**Run 1: cells by drive strength**

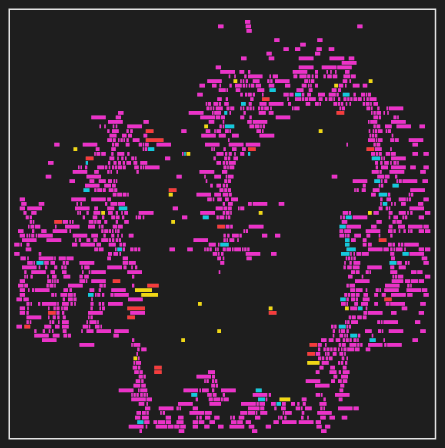
**Run 1: congestion heat map**

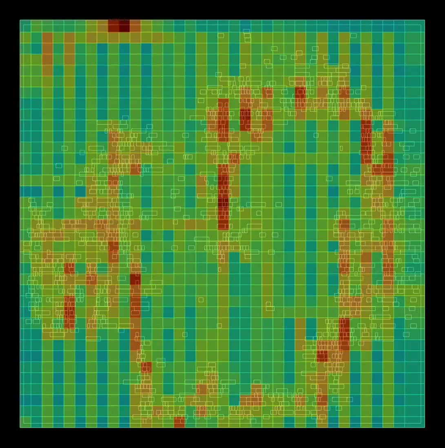
**Run 1: sequential cells grouped by signal name**

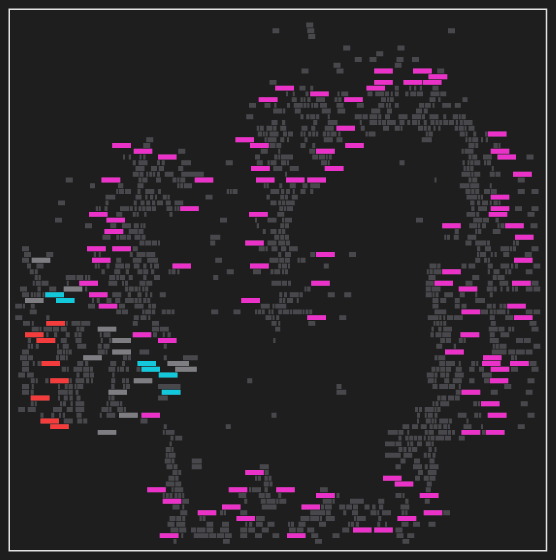
**Run 1: placement density heat map**

The die is cut into 25 by 26 equal tiles; black is low, pale yellow is high, 0 to 100% covered.
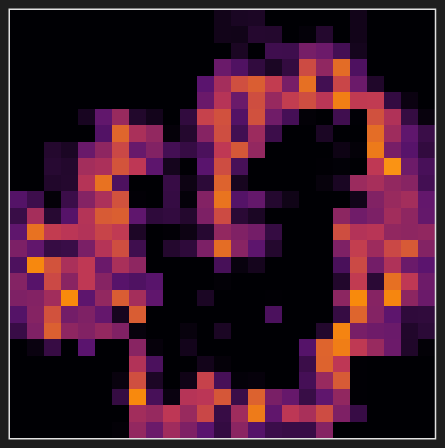
[src/rtl/tc_rn_seq.sv]
// Job sequencer and per-lane accumulator around the tensor-core reduction network.
// Streams NK product vectors in, follows them through the fixed-latency trees with tags, emits one sum per job.
module tc_rn_seq #(
    parameter int unsigned N_ADT    = 4,
    parameter int unsigned TILE_K   = 8,
    parameter int unsigned DW_DATA  = 8,
    parameter int unsigned DW_ACC   = 24,
    parameter int unsigned TREE_LAT = 3,
    parameter int unsigned CNT_W    = 8
) (
    input  logic                              clk,
    input  logic                              rst,
    input  logic                              cfg_valid,
    output logic                              cfg_ready,
    input  logic [CNT_W-1:0]                  cfg_nk,
    input  logic                              in_valid,
    output logic                              in_ready,
    input  logic [N_ADT*TILE_K*DW_DATA-1:0]   in_data,
    output logic [N_ADT*TILE_K*DW_DATA-1:0]   rn_in,
    input  logic [N_ADT*DW_DATA-1:0]          rn_out,
    output logic                              out_valid,
    input  logic                              out_ready,
    output logic [N_ADT*DW_ACC-1:0]           out_data,
    output logic                              busy
);

    typedef enum logic [1:0] {IDLE, RUN, DRAIN, OUT} state_t;
    typedef struct packed {
        logic v;
        logic first;
        logic last;
    } tag_t;

    state_t                  state, state_nxt;
    logic [CNT_W-1:0]        nk, nk_nxt;
    logic [CNT_W-1:0]        issue_cnt, issue_nxt;
    tag_t [TREE_LAT-1:0]     tags, tags_nxt;
    tag_t                    push, exit_tag;
    logic [DW_ACC-1:0]       acc     [N_ADT];
    logic [DW_ACC-1:0]       acc_nxt [N_ADT];

    assign rn_in    = in_data;
    assign busy     = (state != IDLE);
    assign exit_tag = tags[TREE_LAT-1];

    // Tag pipe mirrors the tree pipeline; a single-stage pipe has nothing to shift.
    if (TREE_LAT == 1) begin : g_pipe1
        always_comb tags_nxt = push;
    end else begin : g_pipen
        always_comb tags_nxt = {tags[TREE_LAT-2:0], push};
    end

    always_comb begin
        state_nxt = state;
        nk_nxt    = nk;
        issue_nxt = issue_cnt;
        push      = '0;
        cfg_ready = 1'b0;
        in_ready  = 1'b0;
        out_valid = 1'b0;
        case (state)
            IDLE: begin
                cfg_ready = 1'b1;
                if (cfg_valid) begin
                    nk_nxt    = (cfg_nk == '0) ? CNT_W'(1) : cfg_nk;
                    issue_nxt = '0;
                    state_nxt = RUN;
                end
            end
            RUN: begin
                in_ready = (issue_cnt < nk);
                if (in_valid && in_ready) begin
                    push.v     = 1'b1;
                    push.first = (issue_cnt == '0);
                    push.last  = (issue_cnt == nk - CNT_W'(1));
                    issue_nxt  = issue_cnt + CNT_W'(1);
                    if (push.last) state_nxt = DRAIN;
                end
            end
            DRAIN: ;
            OUT: begin
                out_valid = 1'b1;
                if (out_ready) state_nxt = IDLE;
            end
            default: state_nxt = IDLE;
        endcase
        // The final chunk leaving the trees closes the job from either RUN or DRAIN.
        if (exit_tag.v && exit_tag.last) state_nxt = OUT;
    end

    always_comb begin
        for (int unsigned g = 0; g < N_ADT; g++) begin
            acc_nxt[g] = acc[g];
            if (exit_tag.v) begin
                if (exit_tag.first)
                    acc_nxt[g] = DW_ACC'($signed(rn_out[g*DW_DATA +: DW_DATA]));
                else
                    acc_nxt[g] = acc[g] + DW_ACC'($signed(rn_out[g*DW_DATA +: DW_DATA]));
            end
        end
    end

    always_comb begin
        out_data = '0;
        for (int unsigned g = 0; g < N_ADT; g++)
            out_data[g*DW_ACC +: DW_ACC] = acc[g];
    end

    always_ff @(posedge clk or posedge rst) begin
        if (rst) begin
            state     <= IDLE;
            nk        <= '0;
            issue_cnt <= '0;
            tags      <= '0;
            for (int unsigned g = 0; g < N_ADT; g++)
                acc[g] <= '0;
        end else begin
            state     <= state_nxt;
            nk        <= nk_nxt;
            issue_cnt <= issue_nxt;
            tags      <= tags_nxt;
            for (int unsigned g = 0; g < N_ADT; g++)
                acc[g] <= acc_nxt[g];
        end
    end

endmodule

[config.mk]
export PLATFORM = sky130hd
export DESIGN_NAME = tc_rn_seq
export DESIGN_NICKNAME = d
export VERILOG_FILES = /design/src/rtl/tc_rn_seq.sv
export SDC_FILE = /design/constraint.sdc
export NUM_CORES = 1
export LEC_CHECK = 0
export CORE_AREA = 2 2 252 254
export CTS_BUF_LIST = sky130_fd_sc_hd__clkbuf_8
export DETAILED_ROUTE_END_ITERATION = 12
export DIE_AREA = 0 0 254 256
export MAX_ROUTING_LAYER = met4
export PLACE_DENSITY_LB_ADDON = 0.3
export SKIP_CTS_REPAIR_TIMING = 1
export SLEW_MARGIN = 40
export SYNTH_ARGS = -nofsm -noshare
export SYNTH_HDL_FRONTEND = slang
export SYNTH_SLANG_ARGS = --single-unit
[constraint.sdc]
create_clock -name clk -period 4.8 [get_ports clk]
set_input_delay 0.96 -clock clk [delete_from_list [all_inputs] [get_ports clk]]
set_output_delay 0.96 -clock clk [all_outputs]
set_load 0.02 [all_outputs]
==> results.yml, run 1 <==
# generated from flow reports
run_status:
  outcome: "complete, no violations"
drt:
  ant_nets: 0
  drc: 0
  vias_per_cell: 4.32
  routedWlPerCell_um: 16.4
final_layout:
  largest_class: "combinational gates"
  layout_top_cells: "clkdlybuf4s50_1 (144), a21oi_1 (129), nor2_1 (122), dfrtp_1 (121), ha_1 (103)"
  nClkBuffers: 19
  bufAreaShareNonClock_pct: 12.4
  ff_count: 123
  largest_reg_flops: 96
  inv_count: 36
  fillers: 6997
logic_synthesis:
  syn_nets: 1796
  ys_sh_aoi_pct: 22.7
  yosysUniqueCellTypes: 75
  synthMuxAreaShare_pct: 2.14
  ys_ff: 123
setup_path:
  r2r_slack_ns: 1.54
  worstPathArrival_ns: 2.83
  critical_path.max_fanout: 6
  cp-endpoint: "in_ready"
  crit_chain: "ha_1, nor2b_1, o21a_1, o21a_1, o21ai_0, a21oi_1, nor2_1, clkdlybuf4s50_1"
  worst_path_most_repeated_cell: "o21a_1"
  reg2reg_depth: 12
  reg2reg_from: "out_data[48]"
cts:
  clock_path_buffers: 2
  cts_root_buffer: "clkbuf_8"
  cts_max_level: 4
power:
  seq_power_share_pct: 22.3
  switching_share_pct: 47.9
  p_clk_share_pct: 10.2
timing:
  finalCritPeriodShare_pct: 78.9
  setup_viol: 0
  grt_setup_unrepaired: "false"
  final_hold_viol_count: 0
run:
  cap_violations: 0
die:
  ios: 657
  rows: 92
hold_path:
  worstHoldPathType: "reg -> reg"
Back to the opening pictures, 'cells by drive strength':
legend:
  red:
    size: drive 6 and up
    cells: 23
    share: 1.8%
  yellow:
    size: drive 3 to 4
    cells: 22
    share: 1.7%
  cyan:
    size: drive 2
    cells: 40
    share: 3.1%
  magenta:
    size: drive 1 or less
    cells: 1,194
    share: 93%
final instance area: 12,700 sq um
P&R area growth vs syn: 7.98%
PnR worst setup slack: 1.01 ns
Non-clk bufs: 160

Back to the opening pictures, 'congestion heat map':
met3 Use GR: 5.73%
busiest grt layer: met2
met2 Usage GRT: 17.1%
grt met1 use: 12.2%

Back to the opening pictures, 'sequential cells grouped by signal name':
legend:
  red:
    name_in_the_netlist: nk
    flops: 8
  cyan:
    name_in_the_netlist: tags
    flops: 6
  magenta:
    name_in_the_netlist: out_data
    flops: 96
    where: spread over the die
not colored: 13
flop share of the area: 24.3%
Reg area: 3090 sq um
Seq group: 2.09 mW
Util after Layout: 20.3%

Back to the opening pictures, 'placement density heat map':
fullest tile: 77%
tiles over 75% full: 0.20%
mean over tiles: 18%
emptiest ninth of the die: top left
nearly empty tiles: 45%
densest ninth of the die: left middle
Core ar.: 62,400 sq um
Pre-Place Util: 18.8%

-- run 1: Yosys cell counts (12+ instances only) --
library cell	number	share of area, %
a21o_1	37	2.4
a21oi_1	129	5.5
a31oi_1	24	1.3
and3_1	12	0.64
buf_4	256	16
clkbuf_1	33	1.1
dfrtp_1	123	26
ha_1	103	11
inv_1	36	1.2
mux2i_1	15	1.3
nand2_1	88	2.8
nand2b_1	14	0.75
nand3_1	22	0.94
nor2_1	122	3.9
nor3_1	13	0.55
o211ai_1	27	1.7
o21a_1	29	1.9
o21ai_0	69	2.9
xnor2_1	52	3.9
xor2_1	32	2.4
-- run 1: per-stage QoR --
step	cells	power (mW)
2_1_floorplan	1388	6.73
3_3_place_gp	2094	8.43
3_5_place_dp	2095	8.48
4_1_cts	2125	9.55
5_1_grt	2127	10.3
6_report	2127	9.36
==> run 2, diff against run 1 <==
==> constraint.sdc (replaced) <==
create_clock -name clk -period 3.9 [get_ports clk]
set_input_delay 0.78 -clock clk [delete_from_list [all_inputs] [get_ports clk]]
set_output_delay 0.78 -clock clk [all_outputs]
set_load 0.02 [all_outputs]
**Run 2: sequential cells grouped by signal name**

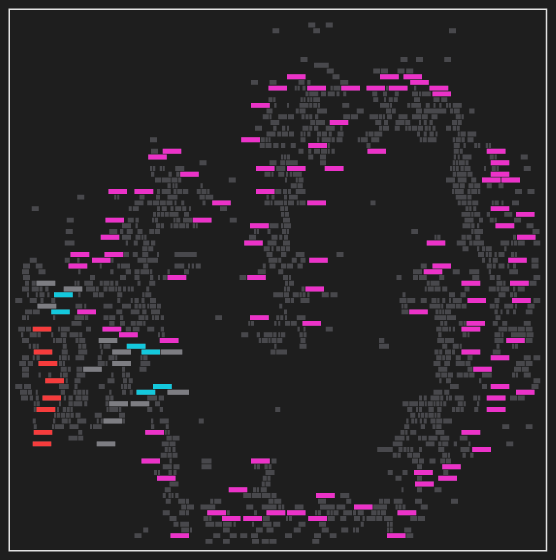
legend:
  cyan:
    name_in_the_netlist: tags
    flops: 6
  red:
    name_in_the_netlist: nk
    flops: 8
  magenta:
    name_in_the_netlist: out_data
    flops: 96
    where: spread over the die
flop share of the area: 23.8%
Seq group: 2.53 mW
Util after Layout: 20.8%

**Run 2: congestion heat map**

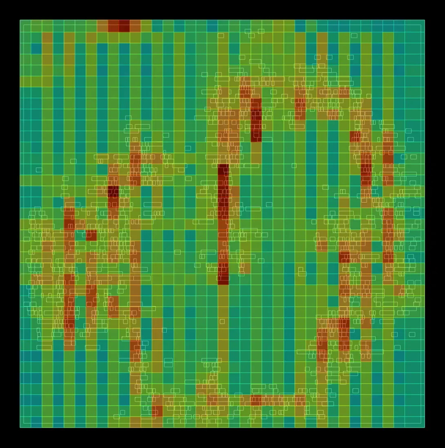
met2 Usage GRT: 17.2%
grt met1 use: 12.1%
drt wl/cell: 16.0 um

==> results.yml, run 2 <==
# generated from flow reports
final_layout:
  instances_no_fill: 2164
  area_delta_synth_final_pct: 10.3
  largest_reg_flops: 96
  finalInstanceArea_sq_um: 13000
  layout_top_cells: "clkdlybuf4s50_1 (144), a21oi_1 (129), nor2_1 (122), dfrtp_1 (121), ha_1 (103)"
setup_path:
  reg2reg_from: "out_data[0]"
  worst_path_most_repeated_cell: "o21a_1"
  worstPathArrival_ns: 2.87
  crit_chain: "ha_1, nor2b_1, o21a_1, o21a_1, o21ai_0, a21oi_1, nor2_1, clkdlybuf4s50_1"
  regToRegEndpoint: "out_data[16]"
  reg2reg_depth: 13
  critical_path.max_fanout: 6
  r2r_slack_ns: 0.82
logic_synthesis:
  top_area_cell: "dfrtp_1"
  ys_ff: 123
  yosysUniqueCellTypes: 75
  netlist.area_leader.share_pct: 26.2
  yosysCellCount: 1388
  syn_nets: 1796
  synth.top_cells.by_count: "buf_4 (256), a21oi_1 (129), dfrtp_1 (123)"
  topCellsByArea: "dfrtp_1 (26%), buf_4 (16%), ha_1 (11%)"
  synthMuxAreaShare_pct: 2.14
power:
  power.total_mw: 11.8
  p_clk_share_pct: 10.4
  seq_power_share_pct: 21.4
  switching_share_pct: 47.3
die:
  ios: 657
  fp_util_pct: 18.8
  rows: 92
  core_area_sq_um: 62400
timing:
  slew_violations: 0
  grt_setup_unrepaired: "false"
  fin_ws_ns: 0.251
  final_hold_viol_count: 0
  finalCritPeriodShare_pct: 93.6
  worst_clock_skew_ns: 0.0217
drt:
  vias_per_cell: 4.30
  drc: 0
  drt_iter0_markers: 447
  ant_nets: 0
hold_path:
  hold_start: "tags[5]"
  worstHoldPathType: "reg -> reg"
run_status:
  outcome: "complete, no violations"
run:
  cap_violations: 0
cts:
  clock_path_buffers: 2
  cts_max_level: 4
place:
  dp_cells: 2129
run 2: cell counts after synthesis:
Identical to the previous run, type by type.
run 2: per-layer routing:
layer  vias up  share of wire, %  global-route usage (%)
li1       4509                 -                       -
met1      4434                41                    12.1
met3        65                10                    5.62
met5         -                 0                       -
met2       306                47                    17.2
met4         0               1.6                    3.95
run 2: cell type report:
cell class | count | area, sq um
Antenna cell | 3 | 7.51
Tap cell | 846 | 1060
Timing Repair Buffer | 194 | 1830
Fill cell | 6934 | 49400
Inverter | 36 | 139
Clock buffer | 20 | 275
Clock inverter | 12 | 110
Multi-Input combinational cell | 930 | 6450
Sequential cell | 123 | 3090
==> run 3, diff against run 2 <==
--- a/config.mk
+++ b/config.mk
@@ -5,10 +5,11 @@
 export SDC_FILE = /design/constraint.sdc
 export NUM_CORES = 1
 export LEC_CHECK = 0
-export CORE_AREA = 2 2 252 254
+export CORE_AREA = 2 2 255 257
 export CTS_BUF_LIST = sky130_fd_sc_hd__clkbuf_8
 export DETAILED_ROUTE_END_ITERATION = 12
-export DIE_AREA = 0 0 254 256
+export DIE_AREA = 0 0 257 259
+export DONT_BUFFER_PORTS = 1
 export MAX_ROUTING_LAYER = met4
 export PLACE_DENSITY_LB_ADDON = 0.3
 export SKIP_CTS_REPAIR_TIMING = 1
**Run 3: placement by cell class**

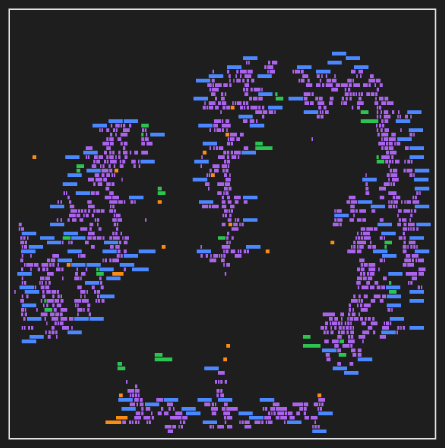
legend:
  green:
    class: clock drivers and dummy loads
    cells: 32
    share_of_their_area: 4.1%
  purple:
    class: all other logic
    cells: 966
    share_of_their_area: 64%
  blue:
    class: flops
    cells: 123
    share_of_their_area: 30%
  orange:
    class: other buffers and delay cells
    cells: 19
    share_of_their_area: 1.8%
final instance area: 11,300 sq um
Core ar.: 63,900 sq um
Util after Layout: 17.8%

**Run 3: cells by drive strength**

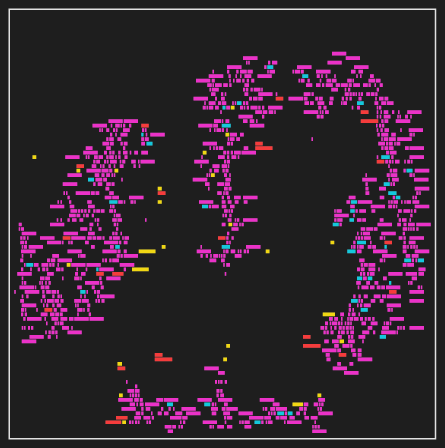
legend:
  yellow:
    size: drive 3 to 4
    cells: 25
    share: 2.2%
  red:
    size: drive 6 and up
    cells: 24
    share: 2.1%
  cyan:
    size: drive 2
    cells: 41
    share: 3.6%
  magenta:
    size: drive 1 or less
    cells: 1,050
    share: 92%
P&R area growth vs syn: -3.39%
Non-clk bufs: 19
PnR worst setup slack: 0.593 ns

==> results.yml, run 3 <==
# generated from flow reports
logic_synthesis:
  top_area_cell: "dfrtp_1"
  yosysUniqueCellTypes: 75
  netlist.area_leader.share_pct: 26.2
  ys_ff: 123
  syn_nets: 1796
grt:
  use_met1_pct: 10.6
  top_usage_layer: "met2"
  groute.layer.met3.usage_pct: 5.66
final_layout:
  sh_comb_area_pct: 56.8
  seq_share_pct: 27.2
  n_antenna_cell: 0
  largest_reg_flops: 96
  largest_class: "combinational gates"
  logic_area_sq_um: 6450
  clk_share_pct: 3.68
  fillers: 7100
  num-multi-input-gates: 930
drt:
  routedWlPerCell_um: 16.8
  route.met3.wl_mm: 3.49
  dr.max_layer_used: "met4"
  ant_nets: 0
  vias_per_cell: 4.34
die:
  fp_util_pct: 18.4
run_status:
  outcome: "complete, no violations"
timing:
  grt_setup_unrepaired: "false"
  slew_violations: 0
  final_hold_viol_count: 0
setup_path:
  crit_chain: "ha_1, a21o_1, a21oi_1, o211a_1, o221ai_1, a221oi_2, o21ai_0, a41oi_1, xor2_1, o211ai_1, o21a_1"
  worstPathArrival_ns: 3.74
  critical_path.max_fanout: 4
power:
  switching_share_pct: 50.8
  seq-power_mw: 3.34
cts:
  cts_root_buffer: "clkbuf_8"
run 3: cell counts after synthesis:
Identical to the previous run, type by type.
run 3: path summary, 6_finish.rpt:
path	start	to	slack, ns	cells past startpoint
min in group clk	tags[4]	exit_tag[1]	0.34	0
min	rst	issue_cnt[3]	0.18	2
max in group asynchronous	rst	out_data[40]	3.01	4
min reg2reg	tags[4]	exit_tag[1]	0.34	0
max	out_data[73]	out_data[93]	0.59	11
max reg2reg	out_data[73]	out_data[93]	0.59	11
run 3: cells by family (layout without fill, tap and decap cells):
group	after synthesis	in the layout	share of synthesized area, %
flip-flops	123	123	26.2
XOR/XNOR	84	84	6.26
buffers and inverters	335	87	18.9
adder cells (fa/ha/maj)	107	107	11.7
multiplexers	24	24	2.14
AND-OR/OR-AND	400	400	22.7
AND/OR/NAND/NOR	315	315	12.1
Power and IR drop assume default switching activity.
